`src/rtl/pipe_stage_register_if.sv`:
```
// pipe_stage_register_if: control/payload bundle for pipe_stage_register; StallCount/FlushCount exist only with PIPE_STAGE_STATS_EN
interface pipe_stage_register_if #(
  parameter int DATA_W = 32,
  parameter int PC_W   = 32,
  parameter int DEPTH  = 1
);
  logic                         StageWrite;
  logic                         Flush;
  logic                         InValid;
  logic [DATA_W-1:0]            InInstruction;
  logic [PC_W-1:0]              InPCAddResult;
  logic                         OutValid;
  logic [DATA_W-1:0]            OutInstruction;
  logic [PC_W-1:0]              OutPCAddResult;
  logic [$clog2(DEPTH+1)-1:0]   Occupancy;
`ifdef PIPE_STAGE_STATS_EN
  logic [31:0]                  StallCount;
  logic [31:0]                  FlushCount;
  modport master (output StageWrite, Flush, InValid, InInstruction, InPCAddResult,
                  input  OutValid, OutInstruction, OutPCAddResult, Occupancy, StallCount, FlushCount);
  modport slave  (input  StageWrite, Flush, InValid, InInstruction, InPCAddResult,
                  output OutValid, OutInstruction, OutPCAddResult, Occupancy, StallCount, FlushCount);
`else
  modport master (output StageWrite, Flush, InValid, InInstruction, InPCAddResult,
                  input  OutValid, OutInstruction, OutPCAddResult, Occupancy);
  modport slave  (input  StageWrite, Flush, InValid, InInstruction, InPCAddResult,
                  output OutValid, OutInstruction, OutPCAddResult, Occupancy);
`endif
endinterface

```
`src/rtl/pipe_stage_register.sv`:
```
// pipe_stage_register: DEPTH-deep valid/payload/PC+4 pipeline register with stall, flush and occupancy; PIPE_STAGE_STATS_EN adds stall/flush counters
module pipe_stage_register #(
  parameter int          DATA_W    = 32,
  parameter int          PC_W      = 32,
  parameter int          DEPTH     = 1,
  parameter logic [31:0] NOP_VALUE = 32'h0000_0000
) (
  input logic                  Clk,
  input logic                  Reset,
  pipe_stage_register_if.slave bus
);
  localparam int OCC_W = $clog2(DEPTH+1);
  localparam logic [DATA_W-1:0] NOP = DATA_W'(NOP_VALUE);
  logic             w_clear;
  logic [DEPTH-1:0] w_valid_nxt;
  logic [OCC_W-1:0] w_occ_nxt, r_occ;
  assign w_clear = Reset | bus.Flush;
  for (genvar i = 0; i < DEPTH; i++) begin : g_stage
    logic              r_v, w_v;
    logic [DATA_W-1:0] r_d, w_d;
    logic [PC_W-1:0]   r_p, w_p;
    if (i == 0) begin : g_head
      assign w_v = bus.InValid;
      assign w_d = bus.InInstruction;
      assign w_p = bus.InPCAddResult;
    end else begin : g_tail
      assign w_v = g_stage[i-1].r_v;
      assign w_d = g_stage[i-1].r_d;
      assign w_p = g_stage[i-1].r_p;
    end
    assign w_valid_nxt[i] = w_clear ? 1'b0 : bus.StageWrite ? w_v : r_v;
    always_ff @(posedge Clk) begin
      if (w_clear) begin
        r_v <= 1'b0;
        r_d <= NOP;
        r_p <= '0;
      end else if (bus.StageWrite) begin
        r_v <= w_v;
        r_d <= w_d;
        r_p <= w_p;
      end
    end
  end
  // Occupancy is taken from next-state valids so it lines up with the stages
  always_comb begin
    w_occ_nxt = '0;
    for (int k = 0; k < DEPTH; k++) w_occ_nxt = w_occ_nxt + OCC_W'(w_valid_nxt[k]);
  end
  always_ff @(posedge Clk) r_occ <= w_occ_nxt;
  assign bus.OutValid       = g_stage[DEPTH-1].r_v;
  assign bus.OutInstruction = g_stage[DEPTH-1].r_d;
  assign bus.OutPCAddResult = g_stage[DEPTH-1].r_p;
  assign bus.Occupancy      = r_occ;
`ifdef PIPE_STAGE_STATS_EN
  logic [31:0] r_stall, r_flush;
  always_ff @(posedge Clk) begin
    if (Reset) begin
      r_stall <= '0;
      r_flush <= '0;
    end else begin
      if (bus.Flush && r_flush != '1) r_flush <= r_flush + 32'd1;
      if (!bus.Flush && !bus.StageWrite && r_occ != '0 && r_stall != '1) r_stall <= r_stall + 32'd1;
    end
  end
  assign bus.StallCount = r_stall;
  assign bus.FlushCount = r_flush;
`endif
endmodule

```
`src/flat_wrapper.sv`:
```
// flat-port wrapper written by rule: the top's interface ports become plain ports
module pipe_stage_register_flat 
#(
  parameter int          DATA_W    = 32,
  parameter int          PC_W      = 32,
  parameter int          DEPTH     = 1,
  parameter logic [31:0] NOP_VALUE = 32'h0000_0000
)
  (Clk, Reset, bus_StageWrite, bus_Flush, bus_InValid, bus_InInstruction, bus_InPCAddResult, bus_OutValid, bus_OutInstruction, bus_OutPCAddResult, bus_Occupancy);
  pipe_stage_register_if #(.DATA_W(DATA_W), .PC_W(PC_W), .DEPTH(DEPTH)) bus_i ();
  input logic Clk;
  input logic Reset;
  input wire logic [$bits(bus_i.StageWrite)-1:0] bus_StageWrite;
  input wire logic [$bits(bus_i.Flush)-1:0] bus_Flush;
  input wire logic [$bits(bus_i.InValid)-1:0] bus_InValid;
  input wire logic [$bits(bus_i.InInstruction)-1:0] bus_InInstruction;
  input wire logic [$bits(bus_i.InPCAddResult)-1:0] bus_InPCAddResult;
  output wire logic [$bits(bus_i.OutValid)-1:0] bus_OutValid;
  output wire logic [$bits(bus_i.OutInstruction)-1:0] bus_OutInstruction;
  output wire logic [$bits(bus_i.OutPCAddResult)-1:0] bus_OutPCAddResult;
  output wire logic [$bits(bus_i.Occupancy)-1:0] bus_Occupancy;
  assign bus_i.StageWrite = bus_StageWrite;
  assign bus_i.Flush = bus_Flush;
  assign bus_i.InValid = bus_InValid;
  assign bus_i.InInstruction = bus_InInstruction;
  assign bus_i.InPCAddResult = bus_InPCAddResult;
  assign bus_OutValid = bus_i.OutValid;
  assign bus_OutInstruction = bus_i.OutInstruction;
  assign bus_OutPCAddResult = bus_i.OutPCAddResult;
  assign bus_Occupancy = bus_i.Occupancy;
  pipe_stage_register #(.DATA_W(DATA_W), .PC_W(PC_W), .DEPTH(DEPTH), .NOP_VALUE(NOP_VALUE)) u_core (.Clk(Clk), .Reset(Reset), .bus(bus_i));
endmodule
```
`config.mk`:
```
export PLATFORM = sky130hd
export DESIGN_NAME = pipe_stage_register_flat
export DESIGN_NICKNAME = d
export VERILOG_FILES = /design/src/rtl/pipe_stage_register_if.sv /design/src/rtl/pipe_stage_register.sv /design/src/flat_wrapper.sv
export SDC_FILE = /design/constraint.sdc
export NUM_CORES = 1
export LEC_CHECK = 0
export CAP_MARGIN = 0
export CORE_MARGIN = 4
export CORE_UTILIZATION = 25
export DETAILED_ROUTE_END_ITERATION = 8
export PLACE_DENSITY = 0.55
export SETUP_SLACK_MARGIN = 0.2
export SLEW_MARGIN = 20
export SYNTH_ARGS = -nofsm -noshare
export SYNTH_HDL_FRONTEND = slang
export SYNTH_SLANG_ARGS = --single-unit
```
`constraint.sdc`:
```
create_clock -name Clk -period 2.2 [get_ports Clk]
set_input_delay 0.44 -clock Clk [delete_from_list [all_inputs] [get_ports Clk]]
set_output_delay 0.44 -clock Clk [all_outputs]
set_load 0.01 [all_outputs]
```
**Placement density heat map**

Drawn at 4 px/um. The die is cut into 10 by 10 equal tiles; black is low, pale yellow is high, 0 to 100% covered.
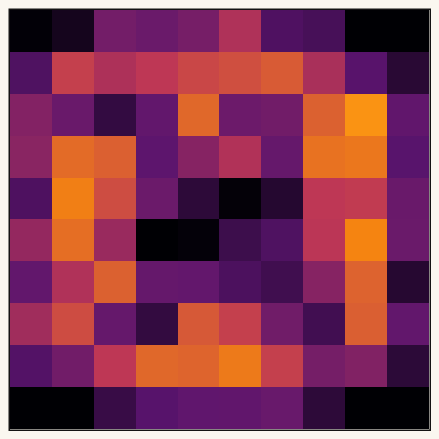
- tiles over 75% full: 1.0%
- fullest tile: 77%
- nearly empty tiles: 10%
- mean over tiles: 34%

==> commit_impl_results.txt <==
Log flow metrics for this revision

* Number of storage elements in the synthesis netlist: 65
- Final net count: 413
- P_clk: 0.900 mW
* Final-layout clock buffer total: 13
* Yosys cell count: 211
* CP Max Fanout: 3
* Worst hold endpoint: u_core.bus.OutPCAddResult[28]$_SDFFE_PP0P_
- Once layout is done, the placed cells without fillers occupy 3910 um^2.
- Post-synth EDFFs: 0
- Summing the areas of all and, or, nand and nor instances in the mapped netlist gives 10.7% of the synthesized area.
- Top Family by Delay on Critical Path: buffers and inverters
* Clock network area share: 4.44%
- Post-route DRC violation count: 0
* DR pass1 iterations: 4
* Highest signal layer in the routed design: met4
* Final non-clock buffer share: 35.7%
- Power dissipated by switching net loads: 0.582 mW
- Diodes inserted: 0
- Cell internal power dissipation: 1.92 mW
* Required time of the critical path: 1.76 ns
- In this run, the synthesized area fraction spent on xor and xnor cells is recorded as 0%.
- Max H-tree Level: 3
- On met2, the global router reports a usage of 15.7%.
* Largest type area fraction: 55.5%
- Depth of the worst register-to-register path: 2
- Commonest cells in the synthesized netlist: dfxtp_1 (65), mux2i_1 (65), nor2_1 (65), buf_6 (10), buf_4 (3)
- Number of buffers and inverters on the critical path: 1
- Post-DRT Antenna Nets: 0
- On the reported timing paths, the clock transition at the registers reads 0.07 ns.
- Per the hold report, the tightest min-delay path originates at u_core.bus.OutPCAddResult[28]$_SDFFE_PP0P_.
- STA puts the critical path data arrival time at 1.26 ns.
* Mux share of post-synthesis cell area: 27.7%
* Maximum number of pins on one net before global-route repair: 66
- According to the floorplan log, the row count is 35.
- Per the post-synthesis report, the nets total 280.
* CTS Root Cell: clkbuf_8
* Number of resized instances in the post-cts repair step: 0
* Origin of the critical flop-to-flop path: u_core.bus.Occupancy$_SDFFE_PP0P_
- Clock buffers created by TritonCTS: 9
* Share of the final layout cell area in sequential cells: 33.2%
* Max frequency: 0.587 GHz
- The global router reports that the layer with the highest usage is met2.
- Fraction of met1 tracks used by global routing: 13.5%
- Largest non-sequential cell family by area: multiplexers
- Combinational logic is responsible for 14.6% of the overall power.
- The area growth from synthesis to layout is 66.8%.
- In this run, the synthesized area fraction spent on AND-OR/OR-AND gates is recorded as 0%.
* Count of fill cells added during filler insertion: 919
- In this run, placement finished with an instance count of 444.
- Global routing used 6.79% of the available met3 tracks.
- Worst hold-check slack: 0.487 ns
- In the final layout, the share of cells above drive strength 1 is 5.44%.
- Area taken by multi-input logic gates: 901 um^2
- In this run, power in combinational logic comes to 0.366 mW.
- The chip occupies 11000 um^2.
* Port bufs: 134
* Part of the power in the clock network: 36.0%
* TritonCTS Sinks: 65
- For this block, wires on met1 add up to 2830 um.
* Peak per-stage delay on the critical path: 0.56 ns
* Summed instance area of the synthesized netlist: 2350 um^2
- Total global routing overflow: 0
- Main flop type after synthesis: dfxtp_1
- Leakage: 1.61 nW
- Total power: 2.50 mW
- The post-CTS hold buffer count recorded in the log is 0.
- Yosys reports a chip area of 2350 um^2.
- The number of global-route vias before repair came to 1941.
* Overall via count from detail_route: 1901
- Vertical extent of the die: 105 um
- Critical path, cell by cell: clkdlybuf4s50_1
- Number of vias per cell: 4.13
- Top area cell types: dfxtp_1 (55%), mux2i_1 (28%), nor2_1 (10%)
* Number of multi-input combinational cells: 131
- Per the finish-stage timing summary, setup violations number 0.
* Type of the worst setup path: reg2out
- The worst setup path is launched from a register.
* Smallest setup slack after layout: 0.495 ns
- Utilization after layout: 42.6%
* Number of maximum-capacitance violations: 0
- Hold-check failures listed in the final report amount to 0.
* Worst slew margin relative to its limit: 72.1%
* Power per unit of standard cell area: 639 nW/um^2
- The average instance in the mapped netlist occupies 11.1 um^2.
- The transition time recorded at the tightest slew-check pin is 0.419 ns.
- Fraction of the cycle the final worst path needs: 77.5%
* Layout buffer count excluding clock buffers: 137
* Post-layout minimum cycle time: 1.70 ns
- 135 I/O pins were placed.
- As reported, the later end of the worst-skew pair has a clock insertion delay of 0.33 ns.
- The run finished with clean final reports.
- Sequential element share of the synthesized area: 55.5%
- Core area: 9200 um^2
- Count of cells along the worst hold path: 2
* Max rail drop VDD: 0.331 mV
- In this run the critical register-to-register path is captured at u_core.bus.Occupancy$_SDFFE_PP0P_.
- Detailed routing placed a total of 699 um of wire on met3.
- Library cell with the largest summed area after synthesis: dfxtp_1
* Setup slack, reg-to-reg: 1.57 ns
- The cell-mix breakdown from Yosys lists the adder-cell area share as 0%.
* Clock Skew: 0 ns
- Most common logic cells in the final layout: clkdlybuf4s50_1 (133), mux2i_1 (65), nor2_1 (65), dfxtp_1 (65), clkbuf_8 (11)
* Total length of routed wires: 6070 um
- Biggest Area Class: buffers
* Hold/Removal Path Class: reg2reg
- Global routing used 10.9% of the available tracks.
* Max Slew Vio Count: 0
- Die x size: 105 um
* Setup total negative slack: 0 ns
- Global-route wire length before repair: 9510 um
* Critical Path Slowest Stage Cell: clkdlybuf4s50_1
- The stage logs contain a warning count of 26.
* Endpoint type of the worst setup path: output port
- Biggest power consumer among the groups: sequential cells
* Reported sequential group power: 1.23 mW
* Post-synthesis async set-or-reset flop share: 0%
* Met2 WL post-DR: 2500 um
* Yosys warning tally: 0
- Routability Congestion: 0.679
- At the placement stage, the worst setup path has a slack of 0.621 ns.
- Setup repair after global routing left no endpoint under its margin.
- Sequential fraction of design power: 49.4%
- Detailed placement ended at an HPWL of 4290 um.
- In the final layout, flip-flops and latches occupy 1300 um^2.
* TritonCTS clock tree: done
- Post-DR wirelength/cell: 13.2 um
* Post-CTS Setup Repair Bufs: 0
- Initial antenna violation count: 0
* Starting Density: 25.5%
**Routed metal, one color a layer**

Drawn at 3 px/um.
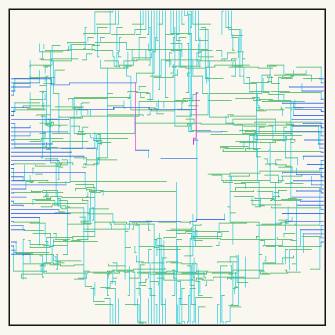
- blue: metal 3 (wire length 700 um)
- green: metal 1 (wire length 2830 um)
- cyan: metal 2 (wire length 2500 um)
- magenta: metal 4 (wire length 40.4 um)

-- worst max-delay path by stage --
stage	startpoint	end	slack [ns]	depth (start not counted)
2_1_floorplan	bus_StageWrite	u_core.bus.OutInstruction[10]$_SDFFE_PP0P_	1.08	4
3_3_place_gp	bus_Flush	u_core.bus.OutPCAddResult[17]$_SDFFE_PP0P_	0.64	4
3_5_place_dp	bus_Flush	u_core.bus.OutInstruction[26]$_SDFFE_PP0P_	0.62	4
4_1_cts	u_core.bus.Occupancy$_SDFFE_PP0P_	bus_OutValid	0.46	1
5_1_grt	u_core.bus.Occupancy$_SDFFE_PP0P_	bus_OutValid	0.41	1
6_report	u_core.bus.Occupancy$_SDFFE_PP0P_	bus_OutValid	0.50	1
Power figures rest on the tool's default switching activity, not on a simulated workload.
